### src/rtl/cache_evict_fill_ctrl.sv
`default_nettype none
// ============================================================================
// Module   : cache_evict_fill_ctrl
// Purpose  : Miss-handling controller for a 4-way set-associative L1 cache.
//            Takes the victim way from the pseudo-LRU tracker, writes the
//            victim line back to physical memory when it is valid and dirty,
//            refills the line from memory, then writes it into the chosen way
//            and pulses the tracker update.
// Optional : EVICT_INVALID_FIRST_EN -- when defined, the lowest-numbered
//            invalid way is filled in preference to the LRU victim, and the
//            tracker is only updated when the LRU victim was actually used.
// Ports    :
//   clk, rst_n          clock, asynchronous active-low reset
//   i_miss_req/addr     level miss request and missing address
//   i_way_valid/dirty   valid/dirty bits of the addressed set
//   i_victim_way/tag/data  LRU victim and its stored tag/line
//   o_pmem_read/write   memory strobes, held until i_pmem_resp
//   o_pmem_address      line address ([3:0] always zero)
//   o_pmem_wdata        writeback line
//   i_pmem_rdata/resp   refill line and single-cycle completion pulse
//   o_fill_we/index/tag/data  one-cycle array write of the new line
//   o_lru_update        one-cycle pulse to the tracker
//   o_miss_done         one-cycle completion pulse
//   o_busy              high whenever the controller is not idle
// Revision : 1.0 - initial release
// ============================================================================
module cache_evict_fill_ctrl #(
   parameter int TAG_W  = 9,
   parameter int LINE_W = 128
) (
   input  logic              clk,
   input  logic              rst_n,
   input  logic              i_miss_req,
   input  logic [15:0]       i_miss_addr,
   input  logic [3:0]        i_way_valid,
   input  logic [3:0]        i_way_dirty,
   input  logic [1:0]        i_victim_way,
   input  logic [TAG_W-1:0]  i_victim_tag,
   input  logic [LINE_W-1:0] i_victim_data,
   output logic              o_pmem_read,
   output logic              o_pmem_write,
   output logic [15:0]       o_pmem_address,
   output logic [LINE_W-1:0] o_pmem_wdata,
   input  logic [LINE_W-1:0] i_pmem_rdata,
   input  logic              i_pmem_resp,
   output logic [3:0]        o_fill_we,
   output logic [2:0]        o_fill_index,
   output logic [TAG_W-1:0]  o_fill_tag,
   output logic [LINE_W-1:0] o_fill_data,
   output logic              o_lru_update,
   output logic              o_miss_done,
   output logic              o_busy
);

   typedef enum logic [1:0] {
      ST_IDLE      = 2'd0,
      ST_WRITEBACK = 2'd1,
      ST_FILL      = 2'd2,
      ST_COMMIT    = 2'd3
   } state_t;

   state_t              r_state;
   state_t              w_state_nxt;

   logic [TAG_W-1:0]    r_miss_tag;
   logic [2:0]          r_index;
   logic [1:0]          r_way;
   logic                r_from_lru;
   logic [TAG_W-1:0]    r_victim_tag;
   logic [LINE_W-1:0]   r_victim_data;
   logic [LINE_W-1:0]   r_line;

   logic [1:0]          w_tgt_way;
   logic                w_tgt_from_lru;
   logic                w_tgt_needs_wb;
   logic                w_accept;

   // Target way selection. The descending loop lets the lowest invalid way
   // win when the invalid-first policy is compiled in.
   always_comb begin
      w_tgt_way      = i_victim_way;
      w_tgt_from_lru = 1'b1;
`ifdef EVICT_INVALID_FIRST_EN
      for (int i = 3; i >= 0; i--) begin
         if (!i_way_valid[i]) begin
            w_tgt_way      = 2'(i);
            w_tgt_from_lru = 1'b0;
         end
      end
`else
`endif
   end

   assign w_tgt_needs_wb = i_way_valid[w_tgt_way] & i_way_dirty[w_tgt_way];
   assign w_accept       = (r_state == ST_IDLE) && i_miss_req;

   always_ff @(posedge clk or negedge rst_n) begin
      if (!rst_n) begin
         r_state <= ST_IDLE;
      end else begin
         r_state <= w_state_nxt;
      end
   end

   // Request and victim context is captured at accept so later changes on the
   // array read port cannot corrupt an in-flight writeback.
   always_ff @(posedge clk or negedge rst_n) begin
      if (!rst_n) begin
         r_miss_tag    <= '0;
         r_index       <= '0;
         r_way         <= '0;
         r_from_lru    <= 1'b0;
         r_victim_tag  <= '0;
         r_victim_data <= '0;
         r_line        <= '0;
      end else begin
         if (w_accept) begin
            r_miss_tag    <= i_miss_addr[15 -: TAG_W];
            r_index       <= i_miss_addr[6:4];
            r_way         <= w_tgt_way;
            r_from_lru    <= w_tgt_from_lru;
            r_victim_tag  <= i_victim_tag;
            r_victim_data <= i_victim_data;
         end
         if ((r_state == ST_FILL) && i_pmem_resp) begin
            r_line <= i_pmem_rdata;
         end
      end
   end

   // Next state and Moore outputs, decoded only from registered state.
   always_comb begin
      w_state_nxt    = r_state;
      o_pmem_read    = 1'b0;
      o_pmem_write   = 1'b0;
      o_pmem_address = '0;
      o_pmem_wdata   = '0;
      o_fill_we      = 4'b0000;
      o_fill_index   = '0;
      o_fill_tag     = '0;
      o_fill_data    = '0;
      o_lru_update   = 1'b0;
      o_miss_done    = 1'b0;
      o_busy         = (r_state != ST_IDLE);

      case (r_state)
         ST_IDLE: begin
            if (i_miss_req) begin
               w_state_nxt = w_tgt_needs_wb ? ST_WRITEBACK : ST_FILL;
            end
         end
         ST_WRITEBACK: begin
            o_pmem_write   = 1'b1;
            o_pmem_address = {r_victim_tag, r_index, 4'b0000};
            o_pmem_wdata   = r_victim_data;
            if (i_pmem_resp) begin
               w_state_nxt = ST_FILL;
            end
         end
         ST_FILL: begin
            o_pmem_read    = 1'b1;
            o_pmem_address = {r_miss_tag, r_index, 4'b0000};
            if (i_pmem_resp) begin
               w_state_nxt = ST_COMMIT;
            end
         end
         ST_COMMIT: begin
            o_fill_we    = 4'b0001 << r_way;
            o_fill_index = r_index;
            o_fill_tag   = r_miss_tag;
            o_fill_data  = r_line;
            o_miss_done  = 1'b1;
            o_lru_update = r_from_lru;
            w_state_nxt  = ST_IDLE;
         end
         default: begin
            w_state_nxt = ST_IDLE;
         end
      endcase
   end

endmodule
`default_nettype wire

### config.mk
export PLATFORM = sky130hd
export DESIGN_NAME = cache_evict_fill_ctrl
export DESIGN_NICKNAME = d
export VERILOG_FILES = /design/src/rtl/cache_evict_fill_ctrl.sv
export SDC_FILE = /design/constraint.sdc
export NUM_CORES = 1
export LEC_CHECK = 0
export ABC_CLOCK_PERIOD_IN_PS = 3600
export CAP_MARGIN = 30
export CELL_PAD_IN_SITES_DETAIL_PLACEMENT = 1
export CELL_PAD_IN_SITES_GLOBAL_PLACEMENT = 1
export CORE_AREA = 3 3 229 231
export DETAILED_ROUTE_END_ITERATION = 7
export DIE_AREA = 0 0 232 234
export GPL_ROUTABILITY_DRIVEN = 0
export GPL_TIMING_DRIVEN = 0
export PLACE_DENSITY = 0.68
export SLEW_MARGIN = 20
export SYNTH_ARGS = -nofsm -noshare
export SYNTH_HDL_FRONTEND = slang
export SYNTH_SLANG_ARGS = --single-unit
### constraint.sdc
create_clock -name clk -period 3.6 [get_ports clk]
set_input_delay 0.54 -clock clk [delete_from_list [all_inputs] [get_ports clk]]
set_output_delay 0.54 -clock clk [all_outputs]
set_load 0.01 [all_outputs]
**Run 1: routed clock nets over the placement**

(1.5 px per um)
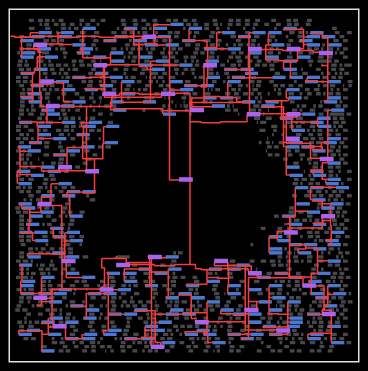
[cells driving clock nets] purple | count: 36
[clock wires] red | length: 4620 um
[flip-flops] blue | count: 282
flops lie: spread over the die
clk_lat worst skew: 0.53 ns
Clock Power: 3.43 mW
Clock power frac: 0.211
worst clock skew: 0.0167 ns

**Run 1: routing congestion**

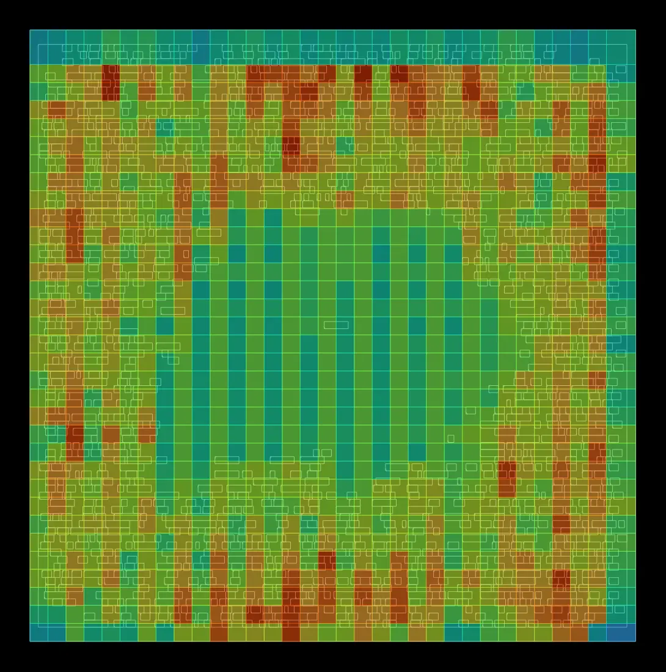
WL/cell: 21.2 um
met2 Track Usage GR: 0.309
GRT Max-Usage Layer: met2

**Run 1: the metal 4 layer**

(1.5 px per um) Supply wires on this layer in grey.
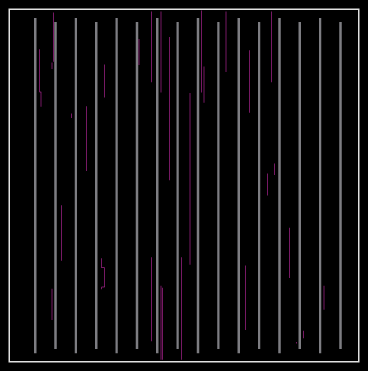
nets with wire on the layer: 19
wire length on this layer: 1100 um
share of all routed wire: 2.3%
longest straight run: 114 um
main direction: vertical

==> flow_summary.yaml, run 1 <==
# generated from flow reports
run_status:
  outcome: "completed"
finish:
  lay_top_cells: "clkdlybuf4s50_1 (578), dfrtp_1 (282), and2_1 (272)"
  lay_top_count: "clkdlybuf4s50_1"
  clkCellAreaFrac: 0.0543
  nFillCells: 5405
  seq_area_frac: 0.343
  top_area_cell_class: "sequential cells"
  final-nonclk-buf-share: 0.309
  n_all_buffers: 650
  logic_area_mm2: 0.00518
  layout-drive-gt1-share: 0.192
  logic_gates: 603
  comb_area_share: 0.252
  area_growth_pct: 62.2
  inv_count: 4
  fin_nets: 1879
  flop_area_mm2: 0.00706
  n_clock_buffer: 56
  diodes: 4
  n_sequential_cell: 282
  final_area_mm2: 0.0206
final_timing:
  worst_pin_slew_ns: 0.631
  hold_viol: 0
  period_used_share: 0.952
  period_minus_slack_ns: 3.43
  setup_viol: 0
  clock.fmax_mhz: 292
  tns_ns: 0
  relSlewSlack: 0.579
  maxSlewViolCount: 0
flow_run:
  openroad.warnings: 36
  cap_violations: 0
logic_synthesis:
  ys_cells: 953
  netlist_instances: 953
  ys_sh_adder: 0.00691
  simple_gate_share: 0.144
  yosysWarnings: 0
  ys_types: 28
  postSynthSeqShare: 0.556
  xor_share: 0
  avgSynthCellArea_um2: 13.3
  synthesis.area_mm2: 0.0127
  mux_share: 0.248
  topCombFamilyByArea: "multiplexers"
  ys_sh_aoi: 0.00878
  ys.flops: 282
  yosysChipArea_mm2: 0.0127
clock_tree:
  clk_path_buf_depth: 3
  cts-buffers-inserted: 36
  cts_sinks: 282
  post-cts-setup-buffer-count: 0
  root_buffer: "clkbuf_16"
  h-tree-depth: 2
  cts_tree: "built"
  clk_pin_slew_ns: 0.05
die:
  nWellTaps: 672
  die_area_mm2: 0.0543
  initCoreUtil: 0.252
  core_area_mm2: 0.0503
  die_h_um: 234
  rows: 82
  chipWidth_um: 232
  ios: 588
global_routing:
  grt_start_max_net_pins: 75
  grt_pass1_vias: 11000
  grt_antenna_before_repair: 8
  grtUsageMet3: 0.0779
  grt_pass1_wl_um: 70600
  track_usage: 0.172
  grtUsageMet1: 0.184
  grt.overflow.total: 0
pwr:
  seqPwrFrac: 0.346
  cellPowerDensity_mw_per_mm2: 791
  p_sw_mw: 5.28
  p_sw_frac: 0.324
  comb_power_share: 0.443
  vdd_drop_max_mv: 0.325
  p_int_mw: 11.0
  p_leak_nw: 8.47
setup_path:
  critPathArrivalTime_ns: 2.89
  crit_path_max_fanout: 10
  critPathKind: "register to output port"
  crit_path_start_kind: "register"
  endpoint_kind: "output port"
  worstPathRequired_ns: 3.06
placed_design:
  hpwl_um: 37800
  io_buffers: 579
  dpl-instance-area_mm2: 0.0194
detailed_routing:
  postRouteAntennaNets: 0
  wl_met3_um: 4970
  viasPerCell: 4.28
  dr.max_layer_used: "met5"
  vias: 9739
  routed-wl-met2_um: 24500
  wl_um: 48300
  drc: 0
  first_iter_violations: 297
  dr.pass1.iters: 4
  wl_met1_um: 17600
hold_path:
  hold_path_class: "register to register"
run 1: metrics by stage:
| stage | setup WS (ns) | utilization | hold WS [ns] | total power [mW] | cells |
|---|---|---|---|---|---|
| 3_3_place_gp | -11.42 | 0.384 | 0.466 | 12.7 | 2207 |
| 4_1_cts | 0.0135 | 0.409 | 0.488 | 16.6 | 2274 |
| 6_report | 0.174 | 0.409 | 0.484 | 16.3 | 2278 |
| 5_1_grt | -0.00621 | 0.409 | 0.495 | 17.3 | 2274 |
| 2_1_floorplan | 1.69 | - | 0.244 | 9.13 | 956 |
| 3_5_place_dp | 0.169 | 0.386 | 0.476 | 13.0 | 2210 |
run 1: sequential cells by signal (all words and copies together) (netlist names):
register       flops
r_from_lru         1
r_index            3
r_victim_tag       9
r_victim_data    128
r_line           128
r_miss_tag         9
r_way              2
r_state            2
run 1: final timing paths:
kind	start	endpoint	slack, ns	depth (start not counted)
worst min-delay path	r_victim_data[83]$_DFFE_PN0P_	r_victim_data[83]$_DFFE_PN0P_	0.48	1
min in group asynchronous	rst_n	r_line[100]$_DFFE_PN0P_	0.59	2
worst max register to register	r_state[1]$_DFFE_PN0P_	r_victim_data[111]$_DFFE_PN0P_	1.67	6
worst min register to register	r_victim_data[83]$_DFFE_PN0P_	r_victim_data[83]$_DFFE_PN0P_	0.48	1
max in group asynchronous	rst_n	r_victim_data[96]$_DFFE_PN0P_	1.80	4
worst max-delay path	r_state[1]$_DFFE_PN0P_	o_pmem_wdata[45]	0.17	6
run 1: cells in the mapped netlist:
library cell  number  area share
nand4b_1           1     0.00069
inv_1              4      0.0012
clkbuf_1          30      0.0089
nand3b_1           1     0.00059
a22oi_1            9      0.0053
nand2b_1           1     0.00049
buf_6             21       0.019
buf_2             10      0.0039
o21ai_0            1     0.00039
and3_1             1     0.00049
nand3_1            2     0.00079
o22a_1             1     0.00069
mux2_1            79       0.070
a21oi_1            1     0.00039
mux2_2           200        0.18
clkbuf_2           1     0.00039
dfrtp_1          282        0.56
and2_1           272        0.13
buf_4              5      0.0030
o221ai_1           2      0.0014
conb_1             1     0.00030
o21a_1             1     0.00059
nor3b_1            1     0.00059
nor2_1            14      0.0041
ha_1               7      0.0069
nand4_1            1     0.00049
nand2_1            3     0.00089
nand2_2            1     0.00049
run 1: repair_timing:
action / 4_1_cts / 5_1_grt
gates resized: 7 / 15
setup endpoints to repair: 129 / 53
hold endpoints to repair: 65 / 0
hold buffers: 1 / 0
run 1: worst max-delay path: stages (launching register included):
cell and delay, ns:
dfrtp_1 0.43, inv_1 0.15, ha_1 0.27, buf_2 0.38, clkbuf_1 0.35, and2_1 0.23, clkdlybuf4s50_1 0.55
run 1: power groups by stage:
| stage | Combinational (mW) | Clock [mW] | Sequential, mW |
|---|---|---|---|
| 6_report | 7.21 | 3.43 | 5.62 |
| 5_1_grt | 7.80 | 3.72 | 5.82 |
| 4_1_cts | 7.38 | 3.58 | 5.62 |
| 3_5_place_dp | 7.32 | 0 | 5.66 |
| 3_3_place_gp | 7.15 | 0 | 5.58 |
| 2_1_floorplan | 3.82 | 0 | 5.31 |
==> run 2: changes to the inputs <==
--- a/config.mk
+++ b/config.mk
@@ -6,7 +6,7 @@
 export NUM_CORES = 1
 export LEC_CHECK = 0
 export ABC_CLOCK_PERIOD_IN_PS = 3600
-export CAP_MARGIN = 30
+export CAP_MARGIN = 15
 export CELL_PAD_IN_SITES_DETAIL_PLACEMENT = 1
 export CELL_PAD_IN_SITES_GLOBAL_PLACEMENT = 1
 export CORE_AREA = 3 3 229 231
@@ -15,7 +15,7 @@
 export GPL_ROUTABILITY_DRIVEN = 0
 export GPL_TIMING_DRIVEN = 0
 export PLACE_DENSITY = 0.68
-export SLEW_MARGIN = 20
+export SLEW_MARGIN = 15
 export SYNTH_ARGS = -nofsm -noshare
 export SYNTH_HDL_FRONTEND = slang
 export SYNTH_SLANG_ARGS = --single-unit
**Run 2: the metal 4 layer**

(1.5 px per um) Supply wires on this layer in grey.
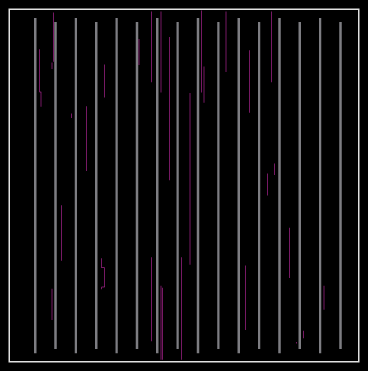
share of all routed wire: 2.3%
wire length on this layer: 1100 um
nets with wire on the layer: 19
main direction: vertical
final WL: 48300 um
via count: 9739

**Run 2: routed clock nets over the placement**

(1.5 px per um)
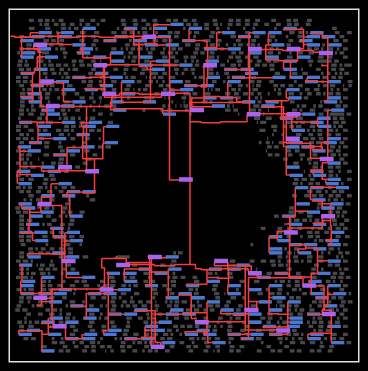
[flip-flops] blue | count: 282
[cells driving clock nets] purple | count: 36
[clock wires] red | length: 4620 um
routed clock nets: 37
flops lie: spread over the die

**Run 2: placement density heat map**

(1.5 px per um) The die is cut into 23 by 23 equal tiles; dark blue is low, red is high, 0 to 100% covered.
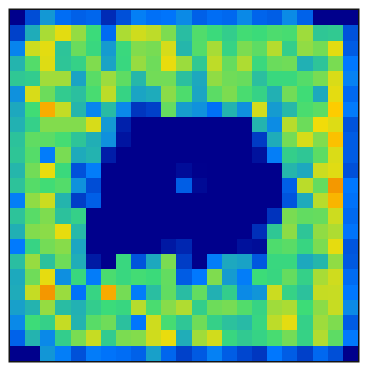
fullest tile: 83%
emptiest ninth of the die: middle
nearly empty tiles: 19%
tiles over 75% full: 1.3%

==> flow_summary.yaml, run 2 <==
# generated from flow reports
run_status:
  outcome: "completed"
finish:
  area_growth_pct: 62.2
  lay_top_cells: "clkdlybuf4s50_1 (578), dfrtp_1 (282), and2_1 (272)"
  nFillCells: 5405
  logic_area_mm2: 0.00518
  lay_top_count: "clkdlybuf4s50_1"
  top_regs: "r_line (128), r_victim_data (128)"
  layout-drive-gt1-share: 0.192
  utilization: 0.409
  flop_area_mm2: 0.00706
clock_tree:
  cts-buffers-inserted: 36
  worstSkewPairLatency_ns: 0.53
  clk_path_buf_depth: 3
  root_buffer: "clkbuf_16"
  cts_tree: "built"
  h-tree-depth: 2
  cts_sinks: 282
logic_synthesis:
  mux_share: 0.248
  topCombFamilyByArea: "multiplexers"
  yosys.area.top_type: "dfrtp_1"
  synthesis.area_mm2: 0.0127
  netlist_instances: 953
  yosysWarnings: 0
  xor_share: 0
  synth_top_area_share: 0.556
  synthMostInstantiatedCell: "dfrtp_1"
  ys_types: 28
  topCellsByArea: "dfrtp_1 (56%), mux2_2 (18%), and2_1 (13%)"
  ff_type: "dfrtp_1"
  edf_count: 0
  ys_sh_aoi: 0.00878
  postSynthSeqShare: 0.556
  async_reset_ff_frac: 1.00
  ys_cells: 953
  ys.flops: 282
  avgSynthCellArea_um2: 13.3
  yosysChipArea_mm2: 0.0127
detailed_routing:
  drc: 0
  dr.pass1.iters: 4
  postRouteAntennaNets: 0
  avgRoutedWirePerCell_um: 21.2
  viasPerCell: 4.28
  first_iter_violations: 297
global_routing:
  busiest_layer: "met2"
  grt_antenna_before_repair: 8
  track_usage: 0.172
  grt_pass1_wl_um: 70600
  grt.overflow.total: 0
  grtUsageMet1: 0.184
  grt_start_max_net_pins: 75
  grtUsageMet3: 0.0779
  grt_pass1_vias: 11000
  grt.met2_usage: 0.309
pwr:
  p_leak_nw: 8.47
  cellPowerDensity_mw_per_mm2: 791
  vdd_drop_max_mv: 0.325
final_timing:
  finClkSkew_ns: 0.0167
  worst_pin_slew_ns: 0.631
  setup_viol: 0
  hold_viol: 0
  period_used_share: 0.952
  maxSlewViolCount: 0
  clock.fmax_mhz: 292
  setup_ws_ns: 0.174
  fin_hold_ws_ns: 0.484
  period_minus_slack_ns: 3.43
setup_path:
  crit_path_start_kind: "register"
  worstPathRequired_ns: 3.06
  crit_path_max_fanout: 10
  r2r_end: "r_victim_data[111]$_DFFE_PN0P_"
  endpoint_kind: "output port"
  critPathSlowestCell: "clkdlybuf4s50_1"
  critical-path-top-delay-family: "buffers and inverters"
  rr_startpoint: "r_state[1]$_DFFE_PN0P_"
  reg2regPathDepth: 6
  cpPeakStageDelay_ns: 0.55
  critPathArrivalTime_ns: 2.89
  critPathKind: "register to output port"
  crit_chain: "inv_1 -> ha_1 -> buf_2 -> clkbuf_1 -> and2_1 -> clkdlybuf4s50_1"
flow_run:
  openroad.warnings: 36
  cap_violations: 0
die:
  rows: 82
  die_area_mm2: 0.0543
  ios: 588
  core_area_mm2: 0.0503
  chipWidth_um: 232
  die_h_um: 234
placed_design:
  place_inst: 2210
  hpwl_um: 37800
  io_buffers: 579
  pre_cts_slack_ns: 0.169
hold_path:
  worstHoldStart: "r_victim_data[83]$_DFFE_PN0P_"
  whs_path_depth: 1
  hold_path_class: "register to register"
run 2: cell counts in the layout (fill, tap and decap cells not counted):
Identical to the previous run, type by type.
run 2: how the worst max path moves through the flow:
stage / start / endpoint / depth (start not counted) / slack [ns]
after floorplan: r_state[0]$_DFFE_PN0P_ / o_pmem_address[4] / 6 / 1.69
after global placement: rst_n / r_victim_data[88]$_DFFE_PN0P_ / 1 / -11.42
after detailed placement: r_state[1]$_DFFE_PN0P_ / o_pmem_wdata[53] / 6 / 0.17
after CTS: r_state[1]$_DFFE_PN0P_ / o_fill_data[105] / 6 / 0.01
after global routing: r_state[1]$_DFFE_PN0P_ / o_pmem_wdata[60] / 6 / -0.006
final: r_state[1]$_DFFE_PN0P_ / o_pmem_wdata[45] / 6 / 0.17
run 2: layout make-up:
type | count | area share
timing repair buffer | 583 | 0.286
multi-input combinational | 603 | 0.252
inverter | 4 | 0.000730
antenna | 4 | 0.000487
sequential | 282 | 0.343
clock buffer | 56 | 0.0524
buffer | 67 | 0.0224
clock inverter | 7 | 0.00189
tap | 672 | 0.0409
run 2: power by group:
| part | leakage [nW] | internal, mW | total, mW | switching (mW) |
|---|---|---|---|---|
| clock | 0.554 | 2.05 | 3.43 | 1.38 |
| combinational | 4.59 | 4.13 | 7.21 | 3.08 |
| sequential | 3.33 | 4.81 | 5.62 | 0.814 |
| total | 8.47 | 11.0 | 16.3 | 5.28 |
run 2: logic make-up (layout without fill, tap and decap cells):
kind of cell / count (synthesis) / in the layout
compound gates: 15 / 15
fa+ha+maj: 7 / 7
buf+inv: 71 / 717
flops: 282 / 282
mux: 279 / 279
other cells: 1 / 8
simple gates: 298 / 298
run 2: what timing repair did:
action | CTS | global route
hold buffers | 1 | 0
setup endpoints to repair | 129 | 53
pin swaps | 0 | 0
hold endpoints to repair | 65 | 0
buffers inserted | 0 | 0
gates resized | 7 | 15
run 2: metal layers:
layer | up-vias | wire [um]
li1 | 4412 | -
met1 | 4871 | 17600
met2 | 377 | 24500
met3 | 71 | 4970
met4 | 8 | 1100
met5 | - | 53
run 2: through the flow:
step,area [um^2],total power [mW],TNS [ns]
final,20600,16.3,0
after global routing,20600,17.3,-0.00668
after CTS,20600,16.6,0
after detailed placement,19400,13.0,0
after global placement,19300,12.7,-3203.47
after floorplan,12700,9.13,0
No activity file was given, so power comes from the tool's default toggle rates.
